**src/rtl/instr_fetch_pkg.sv**
```systemverilog
// ---------------------------------------------------------------------------
// instr_fetch_pkg
// Shared constants for the instruction fetch sequencer:
//   - 3-bit state encodings and the matching enum type
//   - PC_INCREMENT, the step applied by the PC block on each oPCEn pulse
//   - a small helper that identifies the states holding a memory request
// No ports (package).
// ---------------------------------------------------------------------------
package instr_fetch_pkg;

  localparam logic [2:0] ST_IDLE  = 3'd0;
  localparam logic [2:0] ST_REQ   = 3'd1;
  localparam logic [2:0] ST_FULL  = 3'd2;
  localparam logic [2:0] ST_DRAIN = 3'd3;
  localparam logic [2:0] ST_FAULT = 3'd4;

  // Step the PC block applies when oPCEn pulses (one 32-bit instruction).
  localparam logic [31:0] PC_INCREMENT = 32'd4;

  localparam int unsigned TIMER_W = 16;

  typedef enum logic [2:0] {
    S_IDLE  = ST_IDLE,
    S_REQ   = ST_REQ,
    S_FULL  = ST_FULL,
    S_DRAIN = ST_DRAIN,
    S_FAULT = ST_FAULT
  } fetch_state_t;

  // States in which a read is outstanding towards instruction memory.
  function automatic logic is_mem_state(input fetch_state_t s);
    return (s == S_REQ) || (s == S_DRAIN);
  endfunction

endpackage

```
**src/rtl/instr_fetch_reg32.sv**
```systemverilog
// ---------------------------------------------------------------------------
// reg32
// 32-bit register with load enable and asynchronous active-high reset to 0.
// Ports:
//   clk  in   1   clock
//   rst  in   1   asynchronous active-high reset
//   en   in   1   load enable
//   d    in  32   data in
//   q    out 32   registered data
// ---------------------------------------------------------------------------
module reg32 (
  input  logic        clk,
  input  logic        rst,
  input  logic        en,
  input  logic [31:0] d,
  output logic [31:0] q
);

  logic [31:0] q_reg;

  always_ff @(posedge clk or posedge rst) begin
    if (rst) begin
      q_reg <= 32'd0;
    end else if (en) begin
      q_reg <= d;
    end
  end

  assign q = q_reg;

endmodule

```
**src/rtl/instr_fetch_timer.sv**
```systemverilog
// ---------------------------------------------------------------------------
// fetch_timer
// Wait-cycle counter for the memory handshake. Counts enabled cycles since
// the last clear and flags expiry once the count equals LIMIT. LIMIT = 0
// disables expiry entirely.
// Parameters:
//   LIMIT    16-bit expiry threshold (0 = never expires)
// Ports:
//   clk      in  1   clock
//   rst      in  1   asynchronous active-high reset
//   clr      in  1   synchronous clear (wins over en)
//   en       in  1   count this cycle
//   expired  out 1   count has reached LIMIT
// ---------------------------------------------------------------------------
module fetch_timer
  import instr_fetch_pkg::*;
#(
  parameter logic [TIMER_W-1:0] LIMIT = 16'd255
) (
  input  logic clk,
  input  logic rst,
  input  logic clr,
  input  logic en,
  output logic expired
);

  logic [TIMER_W-1:0] count_reg;
  logic               at_limit;

  assign at_limit = (count_reg == LIMIT);
  assign expired  = (LIMIT != '0) && at_limit;

  always_ff @(posedge clk or posedge rst) begin
    if (rst) begin
      count_reg <= '0;
    end else if (clr) begin
      count_reg <= '0;
    end else if (en && !expired) begin
      // Hold at the limit once expired so the flag cannot wrap away.
      count_reg <= count_reg + 1'b1;
    end
  end

endmodule

```
**src/rtl/instr_fetch.sv**
```systemverilog
// ---------------------------------------------------------------------------
// instr_fetch
// Instruction fetch sequencer between the PC block and decode. Samples the
// PC, runs a read handshake with instruction memory, captures the returned
// word with its address, and hands it to decode via a valid/take handshake.
// A one-cycle oPCEn pulse advances the PC for every completed fetch. Branch
// flushes discard in-flight or held instructions; a memory that never
// answers drives the block into a sticky fault.
// Parameters:
//   TIMEOUT    max wait cycles for iMemReady (0 disables the timeout)
// Ports:
//   iClk       in   1   clock
//   iRst       in   1   asynchronous active-high reset
//   iPC        in  32   current PC
//   iFlush     in   1   PC is being redirected this cycle
//   oPCEn      out  1   advance-PC pulse (combinational, in REQ only)
//   oMemAddr   out 32   fetch address
//   oMemRead   out  1   memory read request
//   iMemReady  in   1   memory data valid
//   iMemData   in  32   instruction word from memory
//   oIR        out 32   instruction register
//   oIRPC      out 32   address of the instruction in oIR
//   oIRValid   out  1   oIR/oIRPC valid for decode
//   iIRTake    in   1   decode consumes the instruction
//   oFetchErr  out  1   sticky memory-timeout fault
// ---------------------------------------------------------------------------
module instr_fetch
  import instr_fetch_pkg::*;
#(
  parameter logic [TIMER_W-1:0] TIMEOUT = 16'd255
) (
  input  logic        iClk,
  input  logic        iRst,
  input  logic [31:0] iPC,
  input  logic        iFlush,
  output logic        oPCEn,
  output logic [31:0] oMemAddr,
  output logic        oMemRead,
  input  logic        iMemReady,
  input  logic [31:0] iMemData,
  output logic [31:0] oIR,
  output logic [31:0] oIRPC,
  output logic        oIRValid,
  input  logic        iIRTake,
  output logic        oFetchErr
);

  fetch_state_t state_reg;
  fetch_state_t state_next;
  logic [31:0]  addr_reg;
  logic         load_ir;
  logic         timer_clr;
  logic         timer_en;
  logic         timer_expired;
  logic [31:0]  ir_q;
  logic [31:0]  irpc_q;

  // -------------------------------------------------------------------------
  // Next-state decode. Timeout is checked first so a late ready in the
  // expiry cycle cannot complete a fetch the block has already given up on.
  // -------------------------------------------------------------------------
  always_comb begin
    state_next = state_reg;
    load_ir    = 1'b0;
    case (state_reg)
      S_IDLE: begin
        // With a flush pending iPC is stale, so wait for the reload.
        if (!iFlush) begin
          state_next = S_REQ;
        end
      end
      S_REQ: begin
        if (timer_expired) begin
          state_next = S_FAULT;
        end else if (iMemReady) begin
          if (!iFlush) begin
            load_ir    = 1'b1;
            state_next = S_FULL;
          end else begin
            state_next = S_IDLE;
          end
        end else if (iFlush) begin
          // The read cannot be withdrawn; keep it up until memory answers.
          state_next = S_DRAIN;
        end
      end
      S_FULL: begin
        if (iFlush || iIRTake) begin
          state_next = S_IDLE;
        end
      end
      S_DRAIN: begin
        if (timer_expired) begin
          state_next = S_FAULT;
        end else if (iMemReady) begin
          state_next = S_IDLE;
        end
      end
      S_FAULT: begin
        state_next = S_FAULT;
      end
      default: begin
        state_next = S_IDLE;
      end
    endcase
  end

  // Clear the wait counter on every entry into a request-holding state,
  // including the REQ -> DRAIN hop.
  assign timer_clr = is_mem_state(state_next) && (state_next != state_reg);
  assign timer_en  = is_mem_state(state_reg) && !iMemReady;

  // -------------------------------------------------------------------------
  // State and fetch-address registers
  // -------------------------------------------------------------------------
  always_ff @(posedge iClk or posedge iRst) begin
    if (iRst) begin
      state_reg <= S_IDLE;
      addr_reg  <= 32'd0;
    end else begin
      state_reg <= state_next;
      if ((state_reg == S_IDLE) && !iFlush) begin
        addr_reg <= iPC;
      end
    end
  end

  fetch_timer #(
    .LIMIT (TIMEOUT)
  ) u_timer (
    .clk     (iClk),
    .rst     (iRst),
    .clr     (timer_clr),
    .en      (timer_en),
    .expired (timer_expired)
  );

  // Instruction word and its address, captured together on a completed read.
  reg32 u_ir (
    .clk (iClk),
    .rst (iRst),
    .en  (load_ir),
    .d   (iMemData),
    .q   (ir_q)
  );

  reg32 u_irpc (
    .clk (iClk),
    .rst (iRst),
    .en  (load_ir),
    .d   (addr_reg),
    .q   (irpc_q)
  );

  // -------------------------------------------------------------------------
  // Output decode. Everything except oPCEn is a function of registers only,
  // so the asynchronous reset clears the outputs immediately. Data outputs
  // are forced to zero outside the states in which they are meaningful.
  // -------------------------------------------------------------------------
  assign oPCEn     = load_ir;
  assign oMemRead  = is_mem_state(state_reg);
  assign oMemAddr  = oMemRead ? addr_reg : 32'd0;
  assign oIRValid  = (state_reg == S_FULL);
  assign oIR       = oIRValid ? ir_q : 32'd0;
  assign oIRPC     = oIRValid ? irpc_q : 32'd0;
  assign oFetchErr = (state_reg == S_FAULT);

endmodule

```
**config.mk**
```make
export PLATFORM = sky130hd
export DESIGN_NAME = instr_fetch
export DESIGN_NICKNAME = d
export VERILOG_FILES = /design/src/rtl/instr_fetch_pkg.sv /design/src/rtl/instr_fetch_reg32.sv /design/src/rtl/instr_fetch_timer.sv /design/src/rtl/instr_fetch.sv
export SDC_FILE = /design/constraint.sdc
export NUM_CORES = 1
export LEC_CHECK = 0
export CORE_ASPECT_RATIO = 1.2
export CORE_UTILIZATION = 45
export CTS_BUF_LIST = sky130_fd_sc_hd__clkbuf_8
export DETAILED_ROUTE_END_ITERATION = 12
export PLACE_DENSITY_LB_ADDON = 0.3
export REMOVE_ABC_BUFFERS = 1
export SYNTH_ARGS = -nofsm -noshare
export SYNTH_HDL_FRONTEND = slang
export SYNTH_SLANG_ARGS = --single-unit
```
**constraint.sdc**
```tcl
create_clock -name iClk -period 7.7 [get_ports iClk]
set_input_delay 2.31 -clock iClk [delete_from_list [all_inputs] [get_ports iClk]]
set_output_delay 2.31 -clock iClk [all_outputs]
set_load 0.01 [all_outputs]
```
Fig. 1: cells by drive strength
(3 px per um)
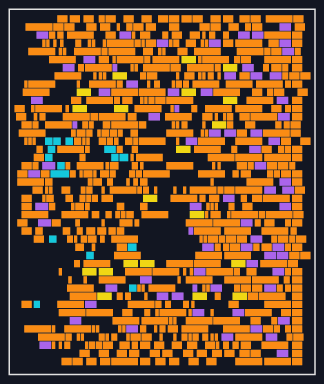
legend:
  yellow:
    size: x6 and larger
    cells: 20
    share: 2.9%
    most_used: clkbuf_8
  cyan:
    size: x3 and x4
    cells: 15
    share: 2.2%
    most_used: buf_4
  purple:
    size: x2
    cells: 72
    share: 11%
    most_used: mux2_2
  orange:
    size: x1 and smaller
    cells: 573
    share: 84%
    most_used: clkdlybuf4s50_1

Fig. 2: cells colored by class
(4 px per um)
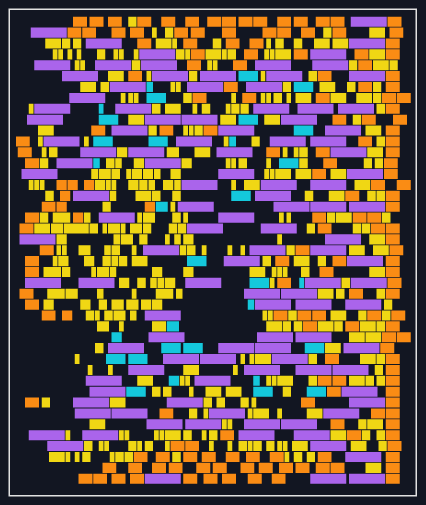
legend:
  cyan:
    class: clock drivers and dummy loads
    cells: 31
    share_of_their_area: 4.6%
  orange:
    class: remaining buffers and delay cells
    cells: 176
    share_of_their_area: 24%
  yellow:
    class: remaining logic cells
    cells: 358
    share_of_their_area: 32%
  purple:
    class: registers
    cells: 115
    share_of_their_area: 39%

Fig. 3: metal 3
(2 px per um) Cells faint in the background.
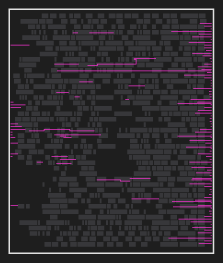
main direction: horizontal
nets with wire on the layer: 106
wire length on this layer: 810 um
longest straight run: 76.8 um
share of all routed wire: 6.2%

Fig. 4: placement view
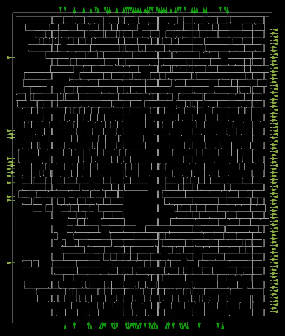
sequential cells: 115
row count: 43
Taps Inserted: 157
Seq area share: 38.3%

Fig. 5: register map, names as in the netlist
(3 px per um) Other sequential cells in the stronger gray, the rest of the logic in the fainter gray.
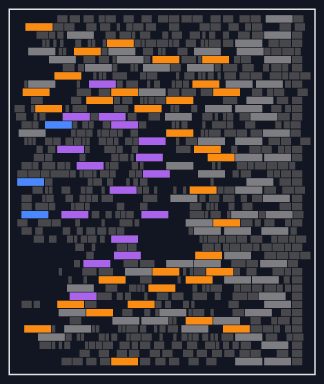
legend:
  purple:
    netlist_name: u_timer.count_reg
    flops: 16
  blue:
    netlist_name: state_reg
    flops: 3
  orange:
    netlist_name: u_irpc.q
    flops: 32

==> power breakdown <==
part | leakage, nW | switching, W | internal [W] | total, W
clock | 0.183 | 0.000231 | 0.000242 | 0.000473
combinational | 1.70 | 0.000378 | 0.000481 | 0.000859
sequential | 1.44 | 0.000126 | 0.000854 | 0.000980
total | 3.32 | 0.000736 | 0.00158 | 0.00231
==> routing by layer <==
metal | global-route usage [%] | vias to the layer above
met1 | 28.1 | 2073
li1 | - | 2029
met4 | 6.16 | 0
met2 | 37.7 | 136
met3 | 5.53 | 7
met5 | 0 | -
==> path summary, 6_finish.rpt <==
| kind | slack [ns] | depth (start not counted) | endpoint | start |
|---|---|---|---|---|
| max in group asynchronous | 4.17 | 3 | u_ir.q[15]$_DFFE_PP0P_ | iRst |
| min in group asynchronous | 2.43 | 2 | u_irpc.q[20]$_DFFE_PP0P_ | iRst |
| min reg2reg | 0.49 | 2 | addr_reg[0]$_DFFE_PP0P_ | addr_reg[0]$_DFFE_PP0P_ |
| max | 1.50 | 5 | oPCEn | iFlush |
| max reg2reg | 4.79 | 5 | u_ir.q[13]$_DFFE_PP0P_ | u_timer.count_reg[8]$_DFFE_PP0P_ |
| min | 0.49 | 2 | addr_reg[0]$_DFFE_PP0P_ | addr_reg[0]$_DFFE_PP0P_ |
==> Yosys cell counts, types with 2 or more instances <==
cell type,instances,area (sq um)
and3_1,2,12.5
nand3_1,6,30.0
inv_1,9,33.8
mux2_2,64,721
nand2_1,103,387
nand2b_1,4,25.0
or3_1,5,31.3
a21o_1,2,15.0
buf_2,2,10.0
and2_1,97,607
clkbuf_1,19,71.3
a22oi_1,7,52.6
o2111ai_1,2,17.5
buf_4,5,37.5
nor4_1,6,37.5
o221ai_1,3,26.3
xnor2_1,3,26.3
and4_1,3,26.3
dfrtp_1,115,2880
nor2_1,3,11.3
o21ai_0,11,55.1
a41oi_1,2,17.5
o211ai_1,5,37.5
nand4_1,3,18.8
o31ai_1,2,15.0
or4_1,2,15.0
nor3b_1,3,22.5
==> cells by family after synthesis <==
group / Yosys count
buffers and inverters: 35
DFF: 115
adders and majority gates: 1
xor gates and xnor gates: 3
and+or+nand+nor: 242
muxes: 65
AOI/OAI and AO/OA: 38
==> critical path, stage by stage <==
cell and delay [ns]:
clkdlybuf4s50_1 0.47, nor2_1 0.31, nand3_4 0.11, inv_1 0.08, clkdlybuf4s50_1 0.61
==> area by class of cell <==
cell class                 count  area [sq um]
timing repair buffer         176          1740
clock buffer                  20           275
fill                         929          4050
inverter                       9          36.3
clock inverter                11          65.1
sequential                   115          2880
tap                          157           196
multi-input combinational    349          2330
==> per-stage QoR <==
stage,hold WS (ns),cells
floorplan,0.456,473
global placement,0.469,806
detailed placement,0.474,806
CTS,0.490,837
global route,0.513,837
finish,0.485,837
==> impl_metrics.py <==
# Flow results
metrics = {
    "sta": {
        "worstMarginPinSlew_ns": 1.29,
        "fin_crit_sh_pct": 80.5,
        "fmax_mhz": 161,
        "setup_slack_ns": 1.50,
        "finalHoldViolCount": 0,
        "setup_violations": 0,
        "rsz0062_at_grt": "false",
    },
    "layout": {
        "final_core_util_pct": 65.0,
        "drive_above_1_share_pct": 15.7,
        "antenna_cells": 0,
        "design_area_sq_um": 7520,
    },
    "routing": {
        "dr.max_layer_used": "met4",
        "drt-met1-wl_um": 5570,
        "postRouteAntennaNets": 0,
        "routed_wl_um": 13100,
        "wl_met3_um": 809,
    },
    "critical_path": {
        "crit_arrival_ns": 3.89,
        "required_ns": 5.39,
        "startpoint_type": "input port",
    },
    "clock_tree": {
        "numCtsBuffers": 17,
        "cts.htree.levels": 4,
        "clkSinkCount": 115,
        "clockBufferDepth": 2,
    },
    "global_route": {
        "grt_max_degree": 72,
        "gr-usage-all-layers_pct": 22.2,
        "gr-total-overflow": 0,
    },
    "synth": {
        "synth_area_sq_um": 5330,
        "ys_types": 38,
        "xor_area_share_pct": 0.493,
        "ys_warn_count": 0,
        "ys_sh_mux_pct": 13.7,
        "edf_count": 0,
    },
    "run": {
        "maxCapViolCount": 0,
        "warnings": 25,
    },
    "outcome": {
        "status": "completed",
    },
    "power": {
        "leakage_nw": 3.32,
        "ir_drop_mv": 0.166,
    },
    "floorplanning": {
        "io_pins": 169,
    },
}
Power and IR drop assume default switching activity.
